run_1/sizes.png
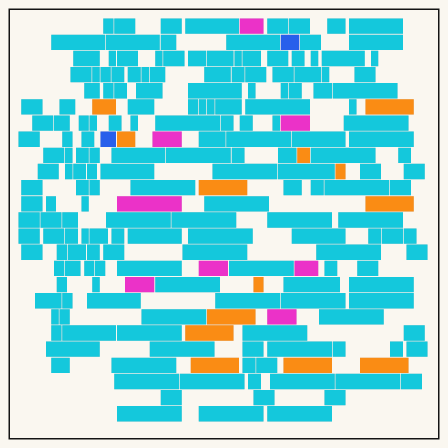
run_1/detail.png
Region (44, 44) to (64, 64) um. Cells in gray, sequential cells in the stronger gray; small squares are vias.
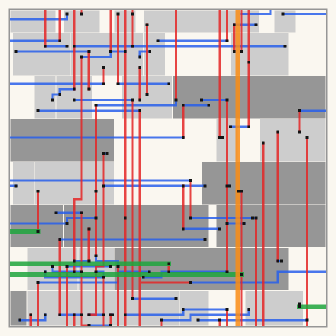
run_1/io_placement.png
Bar = 20 um. Pins as bars across the die edge, other pins in gray.
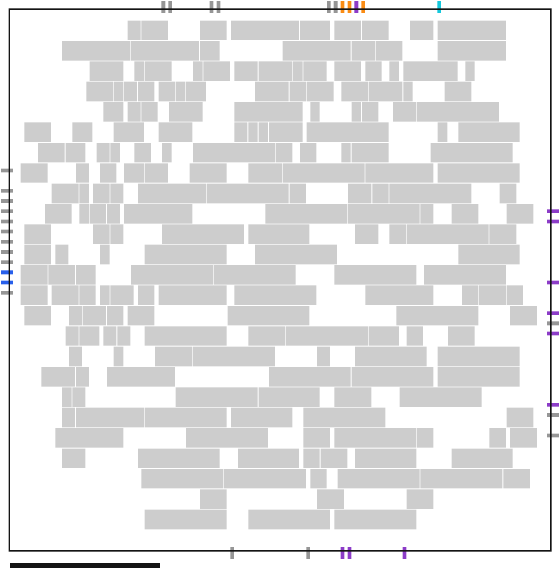
==> config.mk <==
export PLATFORM = sky130hd
export DESIGN_NAME = alu_op_sequencer_flat
export DESIGN_NICKNAME = d
export VERILOG_FILES = /design/src/rtl/alu_op_sequencer_if.sv /design/src/rtl/alu_op_sequencer.sv /design/src/flat_wrapper.sv
export SDC_FILE = /design/constraint.sdc
export NUM_CORES = 1
export LEC_CHECK = 0
export CAP_MARGIN = 30
export CORE_UTILIZATION = 51
export CTS_CLUSTER_DIAMETER = 50
export DETAILED_ROUTE_END_ITERATION = 16
export GPL_TIMING_DRIVEN = 0
export PLACE_DENSITY = 0.76
export SYNTH_ARGS = -nofsm -noshare
export SYNTH_HDL_FRONTEND = slang
export SYNTH_SLANG_ARGS = --single-unit
==> constraint.sdc <==
create_clock -name clk -period 6.02 [get_ports clk]
set_input_delay 0.903 -clock clk [delete_from_list [all_inputs] [get_ports clk]]
set_output_delay 0.903 -clock clk [all_outputs]
set_load 0.03 [all_outputs]
==> notes.md, run 1 <==
• **top cells by area, synth** edfxtp_1 (48%), dfrtp_1 (15%), mux4_2 (7.2%)
• **post-route cell area** 0.00306 mm^2
• **vias per std cell** 5.51
• **setup-violating endpoint count in the final report** 0
• **Post-Route WL** 4640 um
• **library cell appearing most often on the critical path** clkdlybuf4s50_1
• **Synth Seq Share** 62.9%
• **clock-pin slew of the registers on the worst-case setup and hold paths** 0.09 ns
• **OpenROAD warnings** 31
• **combinational share of cell area** 27.8%
• **cells in synth_stat.txt** 167
• **cells along the critical path** clkdlybuf4s50_1 -> nor3b_1 -> clkdlybuf4s50_1
• **class of the worst hold path** flip-flop to flip-flop
• **fraction of standard cell area that is sequential** 51.6%
• **Synth Flop Type** edfxtp_1
• **antenna diode count** 0
• **RSZ-0062 raised after global routing** false
• **total cell area reported by yosys after synthesis** 0.00250 mm^2
• **max-cap check violation count** 0
• **post-synthesis simple-gate area fraction** 9.29%
• **DP Area** 0.00295 mm^2
• **CP max FO** 16
• **global route overflow** 0
• **final hold violation count** 0
• **worst hold margin** 0.529 ns
• **area of the multi-input gates** 848 um^2
• **largest buffer count on any clock path** 2
• **tally of unique sky130hd cells used after synthesis** 40
• **post-route setup TNS** 0 ns
• **Initial Util** 53.0%
• **net count of the finished layout** 235
• **depth of the worst register-to-register path** 11
• **Starting DRT DRC Count** 76
• **TritonCTS clock tree** yes
• **Worst Path Arrival** 2.79 ns
• **netlist area before placement** 0.00250 mm^2
• **Required @ worst endpoint** 5.12 ns
• **post-layout min period** 3.70 ns
• **Placer Congestion** 0.780
• **most numerous cell in the Yosys netlist** edfxtp_1
• **Clock buf/inv share** 3.52%
• **Pins Over Slew Limit** 0
• **tally of non-filler cells in the final layout** 278
• **count of clock buffers in the final design** 5
• **global-route usage over all layers** 20.0%
• **total iterations of the first detailed-routing run** 4
• **residual DRC count** 0
• **launching element type of the critical path** input pin
• **warning count from the yosys run** 0
• **non-clock buffering overhead in the final layout** 13.1%
• **total die size** 0.00520 mm^2
• **count of nets left with antenna violations after detail routing** 0
• **routed vias** 1,533
• **Hold Crit Depth** 1
• **Tightest Pin Transition** 0.737 ns
• **number of sinks on the clock net** 55
• **CTS HTree Levels** 2
• **portion of synthesized cell area occupied by the leading cell type** 48.0%
• **number of antenna violations at the first check in global routing** 0
• **result of the run** finished clean
• **xor/xnor cell area share of the yosys netlist** 2.10%
• **Adder Share, Synth** 5.29%
• **average wire per standard cell** 16.7 um
• **part of the cycle the worst path needs** 61.4%
• **Worst Setup Slack post-DPL** 2.26 ns
• **highest cell delay on the worst timing path** 0.95 ns
• **number of clock buffers inserted by TritonCTS** 5
• **endpoint class of the critical path** primary output
• **fill count** 340
• **Insertion Delay late pin** 0.30 ns
• **Hold-fix buffers, CTS** 0
• **worst slew margin relative to its limit** 50.7%
• **largest net degree at the start of global routing** 17
• **leakage power summed over all cells** 1.12 nW
• **commonest cells after routing, fill and taps aside** edfxtp_1 (40), clkdlybuf4s50_1 (36), and2_1 (15), dfrtp_1 (15), inv_1 (11)
• **dpl hpwl** 3260 um
• **buffer count from post-CTS setup fixing** 0
• **row count** 25
• **wire length of the first global-routing pass** 7610 um
• **Peak VDD IR** 0.306 mV
• **number of resized instances in the post-cts repair step** 0
• **Main logic family** multiplexers
• **Reg area** 0.00158 mm^2
• **list of most frequent post-synthesis cells** edfxtp_1 (40), and2_1 (15), dfrtp_1 (15)
• **count of flip-flops with a built-in enable after synthesis** 40
• **register bit count reported by yosys** 55
• **fraction of synthesized area in multiplexers** 10.1%
• **fraction of final layout cells with drive strength greater than 1** 10.9%
Back to the opening pictures, sizes.png:
magenta -> _6 and larger  # cells 8, share 3.8%
orange -> _2 cells  # cells 13, share 6.2%
blue -> _3 and _4 cells  # cells 2, share 0.95%
cyan -> _0 and _1 cells  # cells 188, share 89%
area growth from synthesis to layout: 22.0%
worst path setup slack after routing: 2.32 ns
Plain + repair buffers: 41

Back to the opening pictures, detail.png:
orange -> metal 4
red -> metal 2
blue -> metal 1
green -> metal 3
sequential cells in the window = 6
cells with their middle in the window = 27
most frequent = edfxtp_1 (5), inv_1 (3), clkdlybuf4s50_1 (3)

Back to the opening pictures, io_placement.png:
orange -> bus_fifo_count  # pins 3, direction output, edge top
purple -> bus_res_data  # pins 10, direction output, edge 6 right, 3 bottom, 1 top
cyan -> clk  # pins 1, direction input, edge top
blue -> bus_cmd_b  # pins 2, direction input, edge left
all pins by edge = 12 left, 11 top, 9 right, 5 bottom
PortBufs: 36
Die W: 72.1 um
die span in y: 72.1 um

==> run 1: worst register-to-register path: stages (launching register included) <==
cell	delay (ns)
dfrtp_1	0.36
inv_1	0.08
ha_1	0.28
nor2b_1	0.16
o21a_1	0.25
inv_1	0.09
ha_1	0.17
inv_1	0.06
fa_1	0.37
xor2_1	0.15
nor2_1	0.12
xor2_1	0.16
==> run 1: layer usage <==
metal | share of wire, % | track usage [%] | routed length (um)
met1 | 42 | 24.8 | 1950
met2 | 50 | 34.0 | 2330
met3 | 5.5 | 4.72 | 257
met4 | 2.4 | 8.06 | 110
met5 | 0 | 0 | 0
==> run 1: where the power goes <==
group | switching [mW] | leakage, nW | internal [mW]
clock network | 0.113 | 0.0556 | 0.122
logic | 0.476 | 0.522 | 0.385
registers | 0.0805 | 0.544 | 0.511
==> run 2: changes to the inputs <==
- clock period: 6.02 -> 3.71 ns (I/O delays scaled with it)
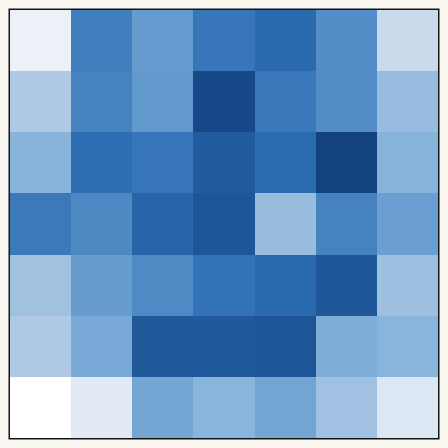
run_2/cell_density.png
The die is cut into 7 by 7 equal tiles; white is low, dark blue is high, 0 to 100% covered.
nearly empty tiles = 2.0%
mean over tiles = 57%
emptiest ninth of the die = lower left
tiles over 75% full = 25%
fullest tile = 93%
core box area: 0.00472 mm^2
Initial Util: 53.0%

==> run 2 against run 1 <==
Against the previous run: power is 62% higher; count of clock-buffer cells in the layout stayed put; non-clock buffer count stayed put; die size stayed put; global-route usage stayed put; hold slack stayed put; final cell count stayed put; sequential share of layout area stayed put; via count stayed put; clock power is 62% higher.
==> notes.md, run 2 <==
• **RSZ-0062 raised after global routing** false, unchanged
• **net count of the finished layout** 235, unchanged
• **tally of non-filler cells in the final layout** 278, unchanged
• **top contributor to total power** combinational cells, unchanged
• **CP max FO** 16, unchanged
• **top cells by area, synth** edfxtp_1 (48%), dfrtp_1 (15%), mux4_2 (7.2%), unchanged
• **Worst Path Arrival** 2.45 ns, was 2.79 ns
• **Worst Setup Slack post-DPL** 0.642 ns, was 2.26 ns
• **Switching Fraction** 39.7%, about the same
• **number of resized instances in the post-cts repair step** 0, unchanged
• **class of the worst hold path** flip-flop to flip-flop, unchanged
• **fraction of final layout cells with drive strength greater than 1** 10.9%, unchanged
• **global-route usage over all layers** 20.0%, unchanged
• **post-route cell area** 0.00306 mm^2, unchanged
• **buffer count from post-CTS setup fixing** 0, unchanged
• **global-route track usage on met3** 4.72%, unchanged
• **worst hold margin** 0.529 ns, unchanged
• **launching element type of the critical path** input pin, unchanged
• **OpenROAD warnings** 31, unchanged
• **post-layout min period** 3.00 ns
• **number of antenna violations at the first check in global routing** 0, unchanged
• **list of most frequent post-synthesis cells** edfxtp_1 (40), and2_1 (15), dfrtp_1 (15), unchanged
• **largest net degree at the start of global routing** 17, unchanged
• **most numerous cell in the Yosys netlist** edfxtp_1, unchanged
• **post-route setup TNS** 0 ns, unchanged
• **sequential power** 0.960 mW, was 0.592 mW
• **warning count from the yosys run** 0, unchanged
• **depth of the worst register-to-register path** 11, unchanged
• **sequential power share** 35.1%, about the same
• **clock-pin slew of the registers on the worst-case setup and hold paths** 0.09 ns, about the same
• **Hold Crit Depth** 1, unchanged
• **fill count** 340, unchanged
• **area growth from synthesis to layout** 22.0%, unchanged
• **portion of synthesized cell area occupied by the leading cell type** 48.0%, unchanged
• **worst slew margin relative to its limit** 50.7%, unchanged
• **Die W** 72.1 um, unchanged
• **worst path setup slack after routing** 0.707 ns, was 2.32 ns
• **Post-Route WL** 4640 um, unchanged
• **area of the multi-input gates** 848 um^2, unchanged
• **DP Area** 0.00295 mm^2, unchanged
• **Tightest Pin Transition** 0.737 ns, unchanged
• **Required @ worst endpoint** 3.15 ns, was 5.12 ns
• **setup-violating endpoint count in the final report** 0, unchanged
• **met1 routing resource usage after global routing** 24.8%, unchanged
• **Peak VDD IR** 0.496 mV, was 0.306 mV
• **result of the run** finished clean, unchanged
• **count of nets left with antenna violations after detail routing** 0, unchanged
• **count of flip-flops with a built-in enable after synthesis** 40, unchanged
• **max-cap check violation count** 0, unchanged
• **Routed met2 length** 2330 um, unchanged
• **die span in y** 72.1 um, unchanged
• **part of the cycle the worst path needs** 80.9%
• **netlist area before placement** 0.00250 mm^2, unchanged
• **top routing layer in use** met4, unchanged
• **global-route track usage on met2** 34.0%, unchanged
• **commonest cells after routing, fill and taps aside** edfxtp_1 (40), clkdlybuf4s50_1 (36), and2_1 (15), dfrtp_1 (15), inv_1 (11), unchanged
## run 2: cell counts in the layout (fill, tap and decap cells not counted)
No cell type changed its count.
## run 2: critical path, cell delays in order
cell,delay (ns)
clkdlybuf4s50_1,0.95
nor3b_1,0.25
clkdlybuf4s50_1,0.69
## run 2: cell type report
cell class,count,share of cell area [%]
sequential,55,51.6
clock inverter,3,1.27
clock buffer,5,2.25
timing repair buffer,36,11.8
multi-input combinational,96,27.8
inverter,11,1.35
buffer,5,1.27
tap,67,2.74
## run 2: kinds of logic (layout without fill, tap and decap cells)
kind of cell	after synthesis	count (layout)	share of synthesized area, %
xor+xnor	6	6	2.10
buf+inv	16	60	3.20
simple gates	41	41	9.29
compound gates	27	27	7.09
mux	12	12	10.1
flops	55	55	62.9
fa+ha+maj	10	10	5.29
Power is estimated from default activity; no workload was simulated.
